==> run_1/placement_by_type.png <==
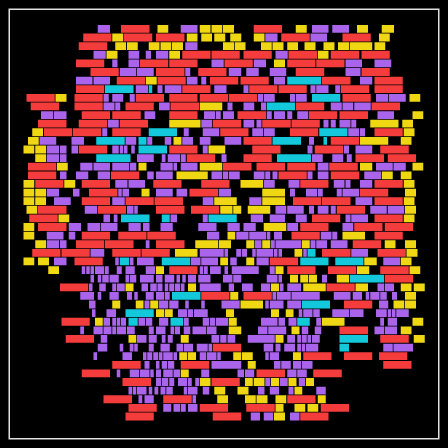
==> run_1/cell_density.png <==
Scale bar: 50 um. The die is cut into 14 by 14 equal tiles; black is low, pale yellow is high, 0 to 100% covered.
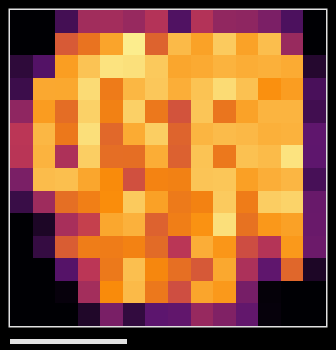
==> run_1/congestion.png <==
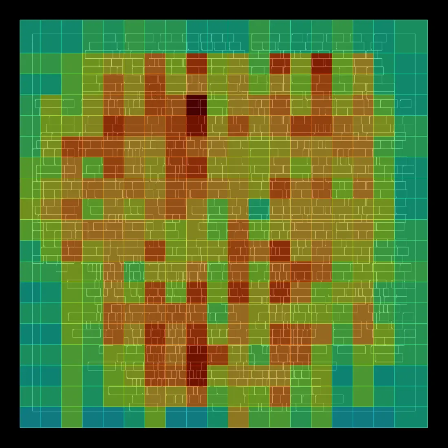
**src/rtl/dot_matrix_capture.sv**
```systemverilog
// dot_matrix_capture
// Watches the row-select / column bus of the 8x8 dot-matrix row-scan driver
// and rebuilds the 64-bit frame being shown. Row k's column byte lands in
// o_Frame[8k+7:8k], which is the same layout as the driver's frame input.
//
// The monitor checks every scan step. Rows must be one-hot. They must ascend
// with a 7->0 wrap. Each row must be held for between MIN_DWELL and MAX_DWELL
// cycles. Any violation pulses o_fErr and drops back to SYNC, which then waits
// for the next change to row 8'h01 before it locks again.
//
// Handshake: there is no back-pressure. o_fValid and o_fErr are single-cycle
// strobes. o_Frame and o_FrameCnt are only meaningful while o_fValid is high,
// and they hold their values between strobes.
//
// All outputs are registered. No input reaches an output combinationally.

module dot_matrix_capture #(
  parameter int SETTLE    = 1,       // cycles after a row change before sampling columns (< MIN_DWELL)
  parameter int MIN_DWELL = 100000,  // minimum legal row dwell in cycles
  parameter int MAX_DWELL = 100000,  // maximum legal row dwell in cycles (>= MIN_DWELL)
  parameter int CNT_W     = 18       // dwell counter width, must hold MAX_DWELL
) (
  input  logic        i_Clk,
  input  logic        i_Rst,
  input  logic [7:0]  i_DM_Row,
  input  logic [7:0]  i_DM_Col,
  output logic [63:0] o_Frame,
  output logic        o_fValid,
  output logic        o_fErr,
  output logic        o_Sync,
  output logic [7:0]  o_FrameCnt
);

  typedef enum logic {
    ST_SYNC    = 1'b0,
    ST_CAPTURE = 1'b1
  } state_t;

  localparam logic [CNT_W-1:0] SETTLE_C = CNT_W'(SETTLE);
  localparam logic [CNT_W-1:0] MAX_C    = CNT_W'(MAX_DWELL);
  localparam logic [CNT_W-1:0] TOUT_C   = CNT_W'(MAX_DWELL - 1);
  localparam logic [CNT_W-1:0] CNT_ONE  = CNT_W'(1);
  localparam logic [CNT_W:0]   MIN_C    = (CNT_W + 1)'(MIN_DWELL);
  localparam logic [CNT_W:0]   DWELL_1  = (CNT_W + 1)'(1);

  state_t           state_q;
  logic [7:0]       prev_row_q;
  logic [CNT_W-1:0] cnt_q;
  logic [2:0]       idx_q;
  logic [7:0][7:0]  shadow_q;

  logic             row_change;
  logic             row_onehot;
  logic [CNT_W:0]   dwell_n;
  logic [2:0]       idx_inc;
  logic [7:0]       exp_row;
  logic [CNT_W-1:0] cnt_nxt;
  logic [2:0]       idx_nxt;
  logic             acquire;
  logic             scan_err;
  logic             advance;
  logic             wrap;
  logic             cap_en;
  state_t           state_nxt;

  // Scan decode: change detect, dwell of the outgoing row, legality checks
  // and the next-state / capture decisions.
  always_comb begin
    row_change = (i_DM_Row != prev_row_q);
    row_onehot = (i_DM_Row != 8'h00) && ((i_DM_Row & (i_DM_Row - 8'd1)) == 8'h00);
    // The counter reads 0 on the first non-change cycle, so the dwell is count+1.
    dwell_n    = {1'b0, cnt_q} + DWELL_1;
    idx_inc    = idx_q + 3'd1;
    exp_row    = 8'd1 << idx_inc;

    if (row_change) begin
      cnt_nxt = '0;
    end else if (cnt_q == MAX_C) begin
      cnt_nxt = MAX_C;
    end else begin
      cnt_nxt = cnt_q + CNT_ONE;
    end

    acquire  = 1'b0;
    scan_err = 1'b0;
    advance  = 1'b0;
    if (state_q == ST_SYNC) begin
      acquire = row_change && (i_DM_Row == 8'h01);
    end else if (row_change) begin
      // A change always wins over a timeout in the same cycle.
      if (!row_onehot || (dwell_n < MIN_C) || (i_DM_Row != exp_row)) begin
        scan_err = 1'b1;
      end else begin
        advance = 1'b1;
      end
    end else if (cnt_q == TOUT_C) begin
      scan_err = 1'b1;
    end

    wrap = advance && (idx_q == 3'd7);

    if (acquire) begin
      idx_nxt = 3'd0;
    end else if (advance) begin
      idx_nxt = idx_inc;
    end else begin
      idx_nxt = idx_q;
    end

    // Sample the column byte once per row, SETTLE cycles into the row.
    // Using the next index keeps SETTLE=0 correct on the change edge itself.
    cap_en = (acquire || ((state_q == ST_CAPTURE) && !scan_err)) && (cnt_nxt == SETTLE_C);

    if (acquire) begin
      state_nxt = ST_CAPTURE;
    end else if (scan_err) begin
      state_nxt = ST_SYNC;
    end else begin
      state_nxt = state_q;
    end
  end

  // State, dwell tracking, shadow capture and the registered outputs.
  always_ff @(posedge i_Clk or negedge i_Rst) begin
    if (!i_Rst) begin
      state_q    <= ST_SYNC;
      prev_row_q <= 8'h00;
      cnt_q      <= '0;
      idx_q      <= 3'd0;
      shadow_q   <= '0;
      o_Frame    <= 64'h0;
      o_fValid   <= 1'b0;
      o_fErr     <= 1'b0;
      o_Sync     <= 1'b0;
      o_FrameCnt <= 8'h00;
    end else begin
      state_q    <= state_nxt;
      prev_row_q <= i_DM_Row;
      cnt_q      <= cnt_nxt;
      idx_q      <= idx_nxt;
      o_Sync     <= (state_nxt == ST_CAPTURE);
      o_fValid   <= wrap;
      o_fErr     <= scan_err;

      // A partial frame is thrown away on error or when locking again.
      if (scan_err || acquire) begin
        shadow_q <= '0;
      end
      if (cap_en) begin
        shadow_q[idx_nxt] <= i_DM_Col;
      end

      // The old shadow (all 8 bytes) is published while row 0 of the next
      // frame starts capturing.
      if (wrap) begin
        o_Frame    <= shadow_q;
        o_FrameCnt <= o_FrameCnt + 8'd1;
      end
    end
  end

endmodule

```
**config.mk**
```make
export PLATFORM = sky130hd
export DESIGN_NAME = dot_matrix_capture
export DESIGN_NICKNAME = d
export VERILOG_FILES = /design/src/rtl/dot_matrix_capture.sv
export SDC_FILE = /design/constraint.sdc
export NUM_CORES = 1
export LEC_CHECK = 0
export CAP_MARGIN = 20
export CORE_MARGIN = 4
export CORE_UTILIZATION = 49
export CTS_BUF_LIST = sky130_fd_sc_hd__clkbuf_16
export CTS_CLUSTER_DIAMETER = 60
export DETAILED_ROUTE_END_ITERATION = 8
export PLACE_DENSITY = 0.71
export SYNTH_ARGS = -nofsm -noshare
export SYNTH_HDL_FRONTEND = slang
export SYNTH_SLANG_ARGS = --single-unit
```
**constraint.sdc**
```tcl
create_clock -name i_Clk -period 3.2 [get_ports i_Clk]
set_input_delay 0.48 -clock i_Clk [delete_from_list [all_inputs] [get_ports i_Clk]]
set_output_delay 0.48 -clock i_Clk [all_outputs]
set_load 0.05 [all_outputs]
```
==> summary.log, run 1 <==
INFO  detailed_routing detailroute.wirelength.met2=9852um
INFO  layout         layout.area.top_class=flip-flops and latches
INFO  worst_setup_path worstSetupStartpoint=idx_q[0]
INFO  synth          synth.logic.top_family=multiplexers
INFO  synth          post-synth-top-count-cell=dfrtp_1
INFO  layout         post-route-cell-area=10700um2
INFO  layout         area.share.sequential=39.30%
INFO  timing         hold_ws=0.09952ns
INFO  pwr            power=0.004557W
INFO  synth          yosys-top-cells-count=168 x dfrtp_1, 77 x mux2_2, 61 x nand3_1
INFO  worst_setup_path reg2reg_slack=-0.21ns
INFO  synth          synth_warnings=0
INFO  layout         nNetsFinal=838
INFO  pwr            cellPowerDensity=426.0nW/um2
INFO  layout         syn2layout_area_growth=34.97%
INFO  worst_setup_path worstSetupPathType=register to register
INFO  pwr            switching_share=22.78%
INFO  synth          post-synth-top-area-cell=dfrtp_1
INFO  grt            global_route_wire_length_before_repair=31690um
INFO  pwr            combinationalPower=0.000223W
INFO  placed_design  place_inst=996
INFO  flow_run       maxCapViolations=0
INFO  layout         clock_area_share=5.837%
INFO  worst_setup_path cp.required=3.51ns
INFO  floorplan      io_pins=93
INFO  timing         timing.final.setup_violations=136
INFO  worst_setup_path worst_setup_path_start_kind=register
INFO  pwr            ir_drop=0.0003867V
INFO  worst_setup_path crit-reg2reg-launch=idx_q[0]
INFO  synth          synthTopCellsByArea=dfrtp_1 53%, mux2_2 11%, mux2i_1 6.4%
INFO  timing         setup_ws=-0.2128ns
INFO  clock_tree     clk_pin_slew_worst_paths=0.07ns
INFO  layout         final_layout_size_suffix_gt1_share=26.73%
INFO  clock_tree     cts_repair_resize_count=41
INFO  run_status     failed_checks=setup timing
INFO  layout         n_all_buffers=167
INFO  run_status     run_status=finished with violations
INFO  grt            grt_util_met1=30.03%
INFO  layout         nClkBuffers=17
INFO  grt            overflow=0
INFO  pwr            power.largest_group=clock
INFO  synth          average_cell_area_after_synthesis=12.03um2
INFO  synth          top_area_share=53.05%
INFO  pwr            seq-power=0.00214W
INFO  flow_run       openroad.warnings=34
INFO  clock_tree     postCtsHoldBufs=0
## Picture notes: placement_by_type.png
yellow -> remaining buffers and delay cells  # cells 167, share of their area 17%
red -> sequential cells  # cells 168, share of their area 40%
purple -> combinational and other logic  # cells 457, share of their area 37%
cyan -> clock drivers and dummy loads  # cells 31, share of their area 6.0%
FP Rows: 46
placeable core region: 15890 um2

## Picture notes: cell_density.png
fullest tile = 96%
tiles over 75% full = 41%
mean over tiles = 57%
emptiest ninth of the die = bottom left
Init Core Util: 49.89%
final core utilization: 67.34%

## Picture notes: congestion.png
GR Layer Usage met2: 35.73%
Global Route Usage Sum: 21.82%

==> run 2, diff against run 1 <==
CAP_MARGIN = default   (was 20)
TNS_END_PERCENT = 100   (was default)
==> run_2/placement_by_type.png <==
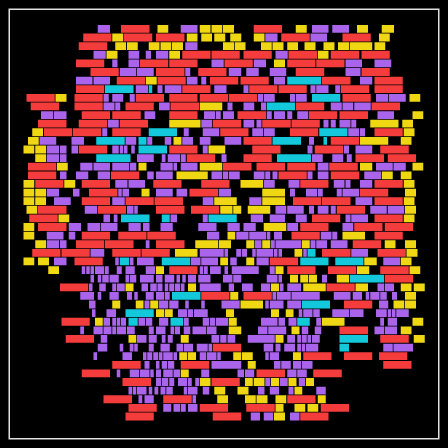
cyan -> clock drivers and dummy loads  # cells 31, share of their area 6.0%
purple -> combinational and other logic  # cells 457, share of their area 37%
yellow -> remaining buffers and delay cells  # cells 167, share of their area 17%
red -> sequential cells  # cells 168, share of their area 40%
post-route standard cell area excluding fillers: 10700 um2
flip-flop and latch share of the layout cell area: 39.30%

==> run_2/io_fan.png <==
Scale bar: 50 um.
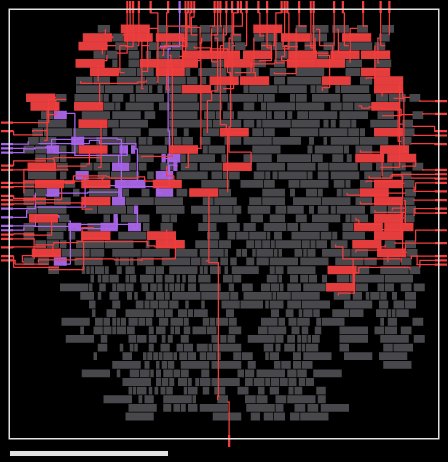
purple -> i_DM_Col  # bits 8, direction input, end cells 24, buffers 8, wire 439 um
red -> o_Frame  # bits 64, direction output, end cells 64, buffers 64, wire 2210 um
PortBufs: 92
number of I/O pins: 93

==> run_2/cell_density.png <==
Scale bar: 50 um. The die is cut into 14 by 14 equal tiles; black is low, pale yellow is high, 0 to 100% covered.
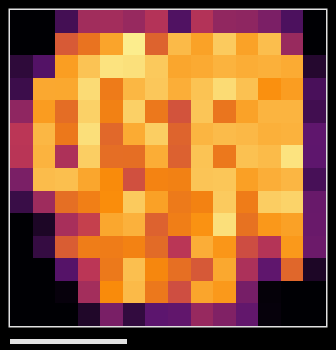
tiles over 75% full = 41%
emptiest ninth of the die = bottom left
mean over tiles = 57%

==> run 2 against run 1 <==
  * The flow still finishes with violations (setup timing)
  * Sequential power barely moved
  * Clock skew stayed put
  * Hold slack stayed put
  * Global-route usage stayed put
  * Sequential share of layout area did not move
  * Highest routed layer unchanged
  * Wire length is the same
  * Utilization did not move
==> summary.log, run 2 <==
INFO  synth          synth-xor-area-share=3.426% [unchanged]
INFO  detailed_routing detailroute.wirelength.met2=9852um [unchanged]
INFO  clock_tree     cts_repair_resize_count=41 [unchanged]
INFO  timing         final_hold_viol_count=0 [unchanged]
INFO  grt            grt_util_met1=30.03% [unchanged]
INFO  timing         timing.final.setup_violations=136 [unchanged]
INFO  floorplan      floorplanUtilization=49.89% [unchanged]
INFO  pwr            switchingPower=0.001038W [unchanged]
INFO  synth          synth_warnings=0 [unchanged]
INFO  synth          synth_area=7925um2 [unchanged]
INFO  worst_setup_path reg2reg_slack=-0.21ns [about the same]
INFO  clock_tree     postCtsHoldBufs=0 [unchanged]
INFO  worst_setup_path cp.required=3.51ns [about the same]
INFO  flow_run       openroad.warnings=34 [unchanged]
INFO  layout         final_cell_count_no_fill=1039 [unchanged]
INFO  placed_design  place_inst=996 [unchanged]
INFO  detailed_routing wl_met1=8896um [unchanged]
INFO  worst_setup_path worst_setup_path_start_kind=register [unchanged]
INFO  worst_setup_path worst-path-buf-inv=4 [unchanged]
INFO  worst_setup_path crit_slowest_cell=dfrtp_1 [unchanged]
INFO  grt            globalRouteTotalUtil=21.82% [unchanged]
INFO  timing         max_freq=293.0MHz [unchanged]
INFO  synth          post-synth-top-area-cell=dfrtp_1 [unchanged]
INFO  pwr            power.largest_group=clock [unchanged]
INFO  synth          post-synth-top-count-cell=dfrtp_1 [unchanged]
INFO  synth          synth.mux.area_fraction=18.23% [unchanged]
INFO  placed_design  post-dp-hpwl=12890um [unchanged]
INFO  grt            grt_start_max_net_pins=83 [unchanged]
INFO  synth          top_area_share=53.05% [unchanged]
INFO  pwr            powerClk=0.00219W [about the same]
INFO  pwr            ir_drop=0.0003867V [unchanged]
INFO  timing         rsz0062_at_grt=yes [unchanged]
INFO  layout         finalCoreUtilization=67.34% [unchanged]
INFO  timing         setup_ws=-0.2128ns [unchanged]
INFO  grt            grt_util_met2=35.73% [unchanged]
INFO  layout         final_layout_size_suffix_gt1_share=26.73% [unchanged]
INFO  synth          average_cell_area_after_synthesis=12.03um2 [unchanged]
INFO  run_status     run_status=finished with violations [unchanged]
INFO  run_status     failed_checks=setup timing [unchanged]
INFO  worst_setup_path crit-reg2reg-launch=idx_q[0] [unchanged]
INFO  layout         nNetsFinal=838 [unchanged]
INFO  synth          synth.logic.top_family=multiplexers [unchanged]
INFO  layout         syn2layout_area_growth=34.97% [unchanged]
INFO  pwr            power=0.004557W [unchanged]
INFO  pwr            cellPowerDensity=426.0nW/um2 [unchanged]
INFO  layout         clock_area_share=5.837% [unchanged]
INFO  layout         layout.filler_cells=1172 [unchanged]
INFO  floorplan      core_area=15890um2 [unchanged]
INFO  clock_tree     tritoncts.num_buffers=17 [unchanged]
INFO  pwr            power_leakage=4.638nW [unchanged]
INFO  flow_run       maxCapViolations=0 [unchanged]
INFO  detailed_routing routed_via_density=5.649 [unchanged]
INFO  clock_tree     clk_pin_slew_worst_paths=0.07ns [about the same]
INFO  placed_design  placedInstanceArea=9590um2 [unchanged]
INFO  synth          edf_count=0 [unchanged]
INFO  synth          postSynthNetCount=686 [unchanged]
INFO  worst_setup_path worstSetupPathType=register to register [unchanged]
INFO  grt            overflow=0 [unchanged]
INFO  layout         num_antenna_cells=0 [unchanged]
INFO  floorplan      num_rows=46 [unchanged]
INFO  layout         layout.area.top_class=flip-flops and latches [unchanged]
INFO  grt            globalRouteMet3Util=3.863% [unchanged]
INFO  pwr            seq-power=0.00214W [about the same]
INFO  timing         hold_ws=0.09952ns [unchanged]
INFO  grt            global_route_wire_length_before_repair=31690um [unchanged]
INFO  synth          postSynthRegisterBits=168 [unchanged]
INFO  clock_tree     total_number_of_clock_tree_sinks=168 [unchanged]
INFO  layout         nClkBuffers=17 [unchanged]
INFO  synth          yosys.area_share.adder=1.421% [unchanged]
INFO  pwr            combinationalPower=0.000223W [about the same]
INFO  hold_path      min_path_type=primary input to async pin [unchanged]
INFO  pwr            switching_share=22.78% [unchanged]
INFO  worst_setup_path worstSetupStartpoint=idx_q[0] [unchanged]
INFO  detailed_routing detailroute.wirelength.met3=810um [unchanged]
INFO  layout         n_all_buffers=167 [unchanged]
INFO  floorplan      taps=216 [unchanged]
INFO  synth          synthTopCellsByArea=dfrtp_1 53%, mux2_2 11%, mux2i_1 6.4% [unchanged]
INFO  floorplan      dieHeight=135.2um [unchanged]
INFO  synth          yosys-top-cells-count=168 x dfrtp_1, 77 x mux2_2, 61 x nand3_1 [unchanged]
INFO  detailed_routing postRouteAntennaNets=0 [unchanged]
INFO  layout         nonClockInverterCount=15 [unchanged]
No activity file was given, so power comes from the tool's default toggle rates.
